==> config.mk <==
export PLATFORM = sky130hd
export DESIGN_NAME = seg7_word_decoder
export DESIGN_NICKNAME = d
export VERILOG_FILES = /design/src/rtl/seg7_pkg.sv /design/src/rtl/seg7_to_hex.sv /design/src/rtl/seg7_word_decoder.sv
export SDC_FILE = /design/constraint.sdc
export NUM_CORES = 1
export LEC_CHECK = 0
export CELL_PAD_IN_SITES_DETAIL_PLACEMENT = 0
export CELL_PAD_IN_SITES_GLOBAL_PLACEMENT = 1
export CORE_MARGIN = 1.5
export CORE_UTILIZATION = 40
export CTS_CLUSTER_SIZE = 28
export DETAILED_ROUTE_END_ITERATION = 8
export GPL_TIMING_DRIVEN = 0
export PLACE_DENSITY = 0.78
export REMOVE_ABC_BUFFERS = 1
export SYNTH_ARGS = -nofsm -noshare
export SYNTH_HDL_FRONTEND = slang
export SYNTH_SLANG_ARGS = --single-unit
==> constraint.sdc <==
create_clock -name clk -period 2.1 [get_ports clk]
set_input_delay 0.42 -clock clk [delete_from_list [all_inputs] [get_ports clk]]
set_output_delay 0.42 -clock clk [all_outputs]
set_load 0.02 [all_outputs]
==> src/rtl/seg7_pkg.sv <==
// Shared types and segment-pattern constants for the seven-segment word decoder.
package seg7_pkg;

  typedef logic [1:0] digit_idx_t;

  typedef enum logic [1:0] {
    StIdle,
    StCollect,
    StHold
  } state_t;

  // Active-low patterns, bit 0 = segment a ... bit 6 = segment g
  localparam logic [6:0] Seg0 = 7'h40;
  localparam logic [6:0] Seg1 = 7'h79;
  localparam logic [6:0] Seg2 = 7'h24;
  localparam logic [6:0] Seg3 = 7'h30;
  localparam logic [6:0] Seg4 = 7'h19;
  localparam logic [6:0] Seg5 = 7'h12;
  localparam logic [6:0] Seg6 = 7'h02;
  localparam logic [6:0] Seg7 = 7'h78;
  localparam logic [6:0] Seg8 = 7'h00;
  localparam logic [6:0] Seg9 = 7'h10;
  localparam logic [6:0] SegA = 7'h08;
  localparam logic [6:0] SegB = 7'h03;
  localparam logic [6:0] SegC = 7'h46;
  localparam logic [6:0] SegD = 7'h21;
  localparam logic [6:0] SegE = 7'h06;
  localparam logic [6:0] SegF = 7'h0E;

endpackage

==> src/rtl/seg7_to_hex.sv <==
// Combinational seven-segment pattern to hex nibble decoder with legality flag.
module seg7_to_hex
  import seg7_pkg::*;
(
  input  logic [6:0] seg,
  output logic [3:0] nibble,
  output logic       legal
);

  always_comb begin
    nibble = 4'h0;
    legal  = 1'b1;
    unique case (seg)
      Seg0:    nibble = 4'h0;
      Seg1:    nibble = 4'h1;
      Seg2:    nibble = 4'h2;
      Seg3:    nibble = 4'h3;
      Seg4:    nibble = 4'h4;
      Seg5:    nibble = 4'h5;
      Seg6:    nibble = 4'h6;
      Seg7:    nibble = 4'h7;
      Seg8:    nibble = 4'h8;
      Seg9:    nibble = 4'h9;
      SegA:    nibble = 4'hA;
      SegB:    nibble = 4'hB;
      SegC:    nibble = 4'hC;
      SegD:    nibble = 4'hD;
      SegE:    nibble = 4'hE;
      SegF:    nibble = 4'hF;
      default: legal  = 1'b0;
    endcase
  end

endmodule

==> src/rtl/seg7_word_decoder.sv <==
// Reassembles a 16-bit word from four strobed seven-segment digits (0 first, 3 last).
// Optional input debounce: define SEG7_DEC_STABLE_EN to require STABLE_CNT identical strobes.
module seg7_word_decoder
  import seg7_pkg::*;
#(
  parameter int unsigned STABLE_CNT = 3
) (
  input  logic        clk,
  input  logic        rst,
  input  logic [6:0]  seg_in,
  input  digit_idx_t  digit_sel,
  input  logic        seg_valid,
  input  logic        word_ack,
  output logic [15:0] word,
  output logic        word_valid,
  output logic        seg_err,
  output logic        seq_err
);

  logic [3:0]  nibble;
  logic        legal;
  logic        accept;
  logic [15:0] ins;

  state_t      state_q;
  digit_idx_t  k_q;
  logic [15:0] acc_q;
  logic [15:0] word_q;
  logic        word_valid_q;
  logic        seg_err_q;
  logic        seq_err_q;

  seg7_to_hex u_seg7_to_hex (
    .seg    (seg_in),
    .nibble (nibble),
    .legal  (legal)
  );

`ifdef SEG7_DEC_STABLE_EN
  localparam int unsigned CntW = $clog2(STABLE_CNT + 1);

  logic [CntW-1:0] cnt_q, cnt_d;
  logic [6:0]      last_seg_q;
  digit_idx_t      last_sel_q;

  always_comb begin
    if (cnt_q != '0 && seg_in == last_seg_q && digit_sel == last_sel_q) begin
      cnt_d = cnt_q + 1'b1;
    end else begin
      cnt_d = CntW'(1);
    end
  end

  assign accept = seg_valid && (cnt_d == CntW'(STABLE_CNT));

  // Counter returns to zero on acceptance so a further identical run must restart.
  always_ff @(posedge clk or posedge rst) begin
    if (rst) begin
      cnt_q      <= '0;
      last_seg_q <= '0;
      last_sel_q <= '0;
    end else if (seg_valid) begin
      cnt_q      <= accept ? '0 : cnt_d;
      last_seg_q <= seg_in;
      last_sel_q <= digit_sel;
    end
  end
`else
  logic unused_stable;
  assign unused_stable = ^STABLE_CNT;
  assign accept        = seg_valid;
`endif

  assign ins = {12'h000, nibble} << {k_q, 2'b00};

  always_ff @(posedge clk or posedge rst) begin
    if (rst) begin
      state_q      <= StIdle;
      k_q          <= '0;
      acc_q        <= '0;
      word_q       <= '0;
      word_valid_q <= 1'b0;
      seg_err_q    <= 1'b0;
      seq_err_q    <= 1'b0;
    end else begin
      seg_err_q <= 1'b0;
      seq_err_q <= 1'b0;
      // In HOLD without an ack everything is ignored; with an ack the strobe is handled as IDLE.
      if (state_q != StHold || word_ack) begin
        if (state_q == StHold) begin
          word_valid_q <= 1'b0;
          state_q      <= StIdle;
        end
        if (accept) begin
          if (!legal) begin
            seg_err_q <= 1'b1;
            state_q   <= StIdle;
            k_q       <= '0;
            acc_q     <= '0;
          end else if (state_q != StCollect) begin
            if (digit_sel == '0) begin
              acc_q   <= {12'h000, nibble};
              k_q     <= 2'd1;
              state_q <= StCollect;
            end else begin
              seq_err_q <= 1'b1;
            end
          end else if (digit_sel == k_q) begin
            if (k_q == 2'd3) begin
              word_q       <= acc_q | ins;
              word_valid_q <= 1'b1;
              state_q      <= StHold;
              k_q          <= '0;
              acc_q        <= '0;
            end else begin
              acc_q <= acc_q | ins;
              k_q   <= k_q + 1'b1;
            end
          end else if (digit_sel == '0) begin
            acc_q     <= {12'h000, nibble};
            k_q       <= 2'd1;
            seq_err_q <= 1'b1;
          end else begin
            seq_err_q <= 1'b1;
            state_q   <= StIdle;
            k_q       <= '0;
            acc_q     <= '0;
          end
        end
      end
    end
  end

  assign word       = word_q;
  assign word_valid = word_valid_q;
  assign seg_err    = seg_err_q;
  assign seq_err    = seq_err_q;

endmodule

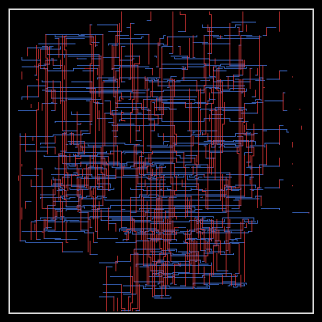
*Routed metal, one colour a layer, run 1*
Scale: 4 px per µm. Two of the layers only.
| colour | layer | wire length |
|---|---|---|
| red | metal 2 | 2550 µm |
| blue | metal 1 | 2640 µm |

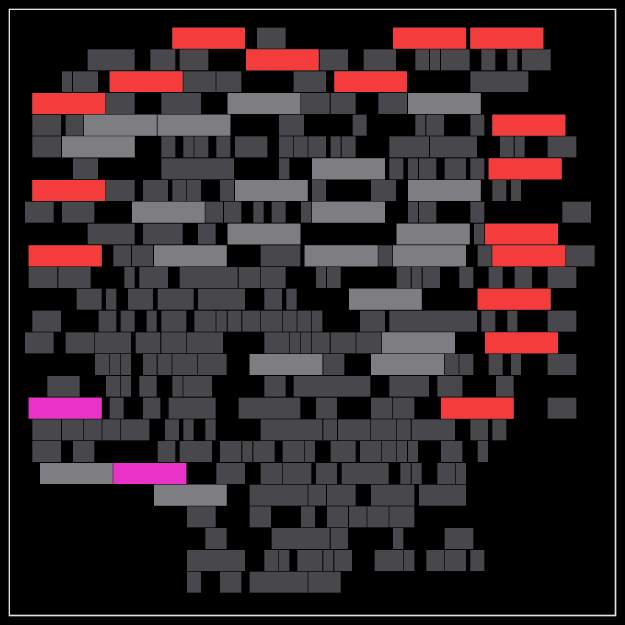
*Sequential cells coloured by netlist name, run 1*
Scale: 8 px per µm.
| colour | netlist name | sequential cells |
|---|---|---|
| magenta | `state_q` | 2 |
| red | `word` | 16 |
not coloured: 21
flop share of the area: 32.5%
Sequential Power: 0.759 mW
final core occ: 58.7%
register cell area after layout: 976 µm²

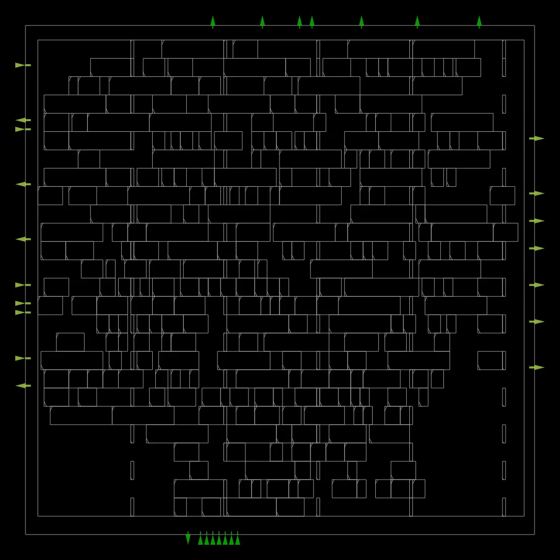
*Cell placement, run 1*
Non-Filler Instances: 351
number of well taps: 70
FF+latch count: 39
Core Footprint: 5110 µm²

==> reports/qor_table.md, run 1 <==
| Metric | Value |
|---|---|
| Result of the run | completed |
| Proportion of cell area spent on the clock network | 3.75% |
| Syn_area_per_cell | 8.93 µm² |
| Fmax | 0.483 GHz |
| Area fraction in and, or, nand and nor cells after synthesis | 21.5% |
| Layout buffering overhead excluding clock cells | 16.8% |
| Yosys cell count | 236 |
| Number of antenna repair diodes | 0 |
| Adder-cell share of the synthesized area | 0.593% |
| Layer carrying the most global-route usage | met1 |
| Full die area | 5720 µm² |
| Total instance count after detailed placement | 324 |
| IO buf count | 31 |
| Total area of multi-input combinational cells | 1300 µm² |
| Setup repair after global routing missed its margin | true |
| Combinational family with the most area after synthesis | AND-OR/OR-AND gates |
| Area of the mapped netlist | 2110 µm² |
| Final instance area | 3000 µm² |
| Final max-slew violation count | 0 |
| Most used cells in the layout excluding fill and tap cells | dfrtp_1 (39), a21oi_1 (36), nor2_1 (31) |
| Post-synth cell types | 50 |
| CTS H-Tree Depth | 2 |
| CP Capture Type | register |
| Yosys Warn Count | 0 |
| Signal buffers | 48 |
| Worst-path fanout max | 7 |
| Per-cell via count in the routed design | 5.59 |
| 1st-iter DRT viols | 122 |
| Max Cap Violations | 0 |
| Height of the die | 75.6 µm |
| Slew HR | 46.1% |
| Cell Pwr Density | 540 nW/µm² |
| OpenROAD warning count | 26 |
| Total negative setup slack | 0 ns |
| Number of inserted filler cells in the final layout | 450 |
| Worst setup path category | input port to register |
| EDFF count, synth | 0 |
| CP Data Required Time | 2.33 ns |
| XOR-XNOR Cells, Area Fraction | 0.831% |
| Remaining Overflow, GRT | 0 |
| Number of buffers added for setup after CTS | 8 |
| Routed wirelength normalized by instance count | 15.7 µm |
| Io pins | 32 |
| Number of global-route vias before repair | 1657 |
| DRC errors left | 0 |
| Post-route minimum period | 2.07 ns |
| Antenna violations before repair | 0 |
| Fraction of met3 tracks used by global routing | 3.17% |
| Share of the cycle needed by the critical path after routing | 98.5% |
| Final Routed Wirelength | 5500 µm |
| Complex Gates by Area | 25.5% |
| Met3 layer wire length in the routed design | 236 µm |
| Wire length on met1 | 2640 µm |
| Overall fraction of global-route tracks in use | 19.8% |
| Final WS setup | 0.0309 ns |
| Nature of the critical path startpoint | input port |
| Met2 Use GR | 28.3% |
| Static power due to leakage | 1.23 nW |
| Sum of internal, switching and leakage power | 1.62 mW |
| Post-synthesis cell count | 236 |
| Most numerous logic cell after layout | dfrtp_1 |
| Clock transition at the registers of the reported paths | 0.08 ns |
| Hold-fix buffer count after cts | 0 |
-- run 1: report_power, final --
| group | total (mW) | leakage [nW] | switching [mW] | internal [mW] |
|---|---|---|---|---|
| Sequential | 0.759 | 0.543 | 0.00376 | 0.755 |
| Clock | 0.636 | 0.0581 | 0.282 | 0.354 |
| Combinational | 0.226 | 0.630 | 0.134 | 0.0919 |
-- run 1: state kept, by name, summed over array words and instances (netlist names) --
register	cells
acc_q	16
word	16
k_q	2
state_q	2
seg_err	1
seq_err	1
word_valid	1
-- run 1: worst paths after layout --
| kind | from | endpoint | slack [ns] |
|---|---|---|---|
| min in group asynchronous | rst | word[15] | 0.60 |
| min reg2reg | word_valid | word_valid | 0.49 |
| max | seg_in[2] | word[7] | 0.03 |
| min | word_valid | word_valid | 0.49 |
| max in group asynchronous | rst | word[10] | 0.99 |
| max reg2reg | k_q[0] | acc_q[11] | 0.19 |
-- run 1: cells in the mapped netlist (2+ instances only) --
library cell   n  area (µm²)
nand2_1        8        30.0
nor3_1         8        40.0
nor2_1        43         161
nor3b_1        3        22.5
dfrtp_1       39         976
a211oi_1       3        22.5
or3_1          2        12.5
o32a_1         3        30.0
a22o_1         4        35.0
xor2_1         2        17.5
o22ai_1        2        12.5
nor2b_1        6        37.5
clkbuf_1       4        15.0
nand2b_1       4        25.0
a31oi_1        4        25.0
mux2i_1        2        20.0
o31a_1         2        17.5
a21oi_1       44         220
o41ai_1        2        17.5
or4_1          2        15.0
nand3b_1       3        22.5
buf_2          9        45.0
o21ai_0        6        30.0
inv_1          5        18.8
-- run 1: critical path: stages --
cell and delay [ns]:
buf_12 0.11, or3b_4 0.39, o32a_1 0.37, o311a_4 0.43
a21oi_4 0.24, buf_12 0.19, nor2_2 0.05, a21oi_2 0.09
==> run 2, diff against run 1 <==
--- a/config.mk
+++ b/config.mk
@@ -11,6 +11,7 @@
 export CORE_UTILIZATION = 40
 export CTS_CLUSTER_SIZE = 28
 export DETAILED_ROUTE_END_ITERATION = 8
+export GPL_ROUTABILITY_DRIVEN = 0
 export GPL_TIMING_DRIVEN = 0
 export PLACE_DENSITY = 0.78
 export REMOVE_ABC_BUFFERS = 1
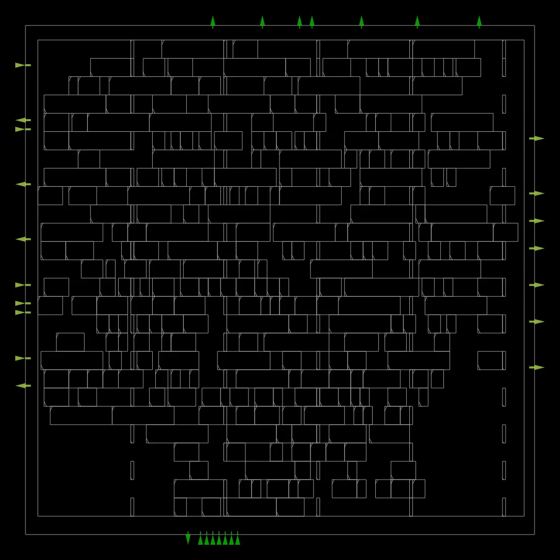
*Cell placement, run 2*
number of inserted filler cells in the final layout: 450
std cell rows: 26

==> reports/qor_table.md, run 2 <==
| Metric | Value |
|---|---|
| Yosys cell count | 236 |
| IO buf count | 31 |
| Routed wirelength normalized by instance count | 15.7 µm |
| Cell class contributing the biggest share of worst-path delay | AND-OR/OR-AND gates |
| Hold-fix buffer count after cts | 0 |
| CTS H-Tree Depth | 2 |
| Slew HR | 46.1% |
| Cell type contributing the most total cell area after synthesis | dfrtp_1 |
| Sum of internal, switching and leakage power | 1.62 mW |
| Non-Filler Instances | 351 |
| Antenna violations before repair | 0 |
| Static power due to leakage | 1.23 nW |
| Number of global-route vias before repair | 1657 |
| Total instance count after detailed placement | 324 |
| Critical Path Max Stage Delay | 0.43 ns |
| Setup repair after global routing missed its margin | true |
| Final instance area | 3000 µm² |
| Critical Path, Cell by Cell | buf_12 > or3b_4 > o32a_1 > o311a_4 > a21oi_4 > buf_12 > nor2_2 > a21oi_2 |
| Most repeated cell in the gate-level netlist after synthesis | a21oi_1 |
| EDFF count, synth | 0 |
| Max Cap Violations | 0 |
| Remaining Overflow, GRT | 0 |
| Most used cells in the layout excluding fill and tap cells | dfrtp_1 (39), a21oi_1 (36), nor2_1 (31) |
| CP Data Required Time | 2.33 ns |
| Final core occ | 58.7% |
| Full die area | 5720 µm² |
| CP Capture Type | register |
| 1st-iter DRT viols | 122 |
| Share of the cycle needed by the critical path after routing | 98.5% |
| Main area contributors | dfrtp_1 (46%), a21oi_1 (10%), nor2_1 (7.7%) |
| Core Footprint | 5110 µm² |
| Area of the mapped netlist | 2110 µm² |
| Io pins | 32 |
| Final WS setup | 0.0309 ns |
| Syn_area_per_cell | 8.93 µm² |
| Fmax | 0.483 GHz |
| Post-synth top area share | 46.3% |
| Result of the run | completed |
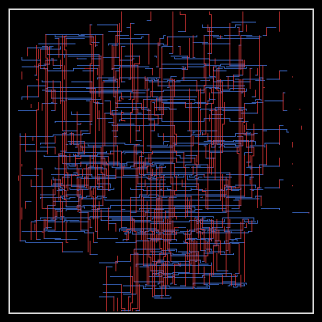
*Routed metal, one colour a layer, run 2*
Scale: 4 px per µm. Two of the layers only.
overall fraction of global-route tracks in use: 19.8%
vias after detailed routing: 1961
Final Routed Wirelength: 5500 µm

-- run 2: final timing paths --
kind | startpoint | end | slack [ns] | depth (start not counted)
setup / recovery | seg_in[2] | word[7] | 0.03 | 8
hold / removal | word_valid | word_valid | 0.49 | 1
setup reg to reg | k_q[0] | acc_q[11] | 0.19 | 6
hold reg to reg | word_valid | word_valid | 0.49 | 1
max in group asynchronous | rst | word[10] | 0.99 | 2
min in group asynchronous | rst | word[15] | 0.60 | 2
-- run 2: where the power goes --
part	leakage [nW]	internal, mW	switching [mW]
clock	0.0581	0.354	0.282
sequential	0.543	0.755	0.00376
combinational	0.630	0.0919	0.134
-- run 2: final cells by class --
class,count,area [µm²],area share [%]
Multi-Input combinational cell,181,1300,43.4
Sequential cell,39,976,32.5
Timing Repair Buffer,48,503,16.8
Tap cell,70,87.6,2.92
Clock buffer,5,68.8,2.29
Clock inverter,3,43.8,1.46
Inverter,5,18.8,0.626
-- run 2: timing repair --
action,in CTS,in global routing
resized,47,53
endpoints found under the setup margin,39,37
buffers inserted,8,10
pin swaps,9,12
cloned,2,1
-- run 2: kinds of logic (layout without fill, tap and decap cells) --
logic type | Yosys count | in the layout | share of synthesized area, %
buf+inv | 18 | 61 | 3.74
simple gates | 91 | 92 | 21.5
mux | 3 | 3 | 1.48
fa+ha+maj | 1 | 1 | 0.593
xor+xnor | 2 | 2 | 0.831
flops | 39 | 39 | 46.3
compound gates | 82 | 83 | 25.5
-- run 2: routing by layer --
metal,part of all wire [%],track usage (%),wire length [µm]
met5,0,0,0
met4,1.2,5.95,68
met3,4.3,3.17,236
met2,46,28.3,2550
met1,48,30.6,2640
No activity file was given, so power comes from the tool's default toggle rates.
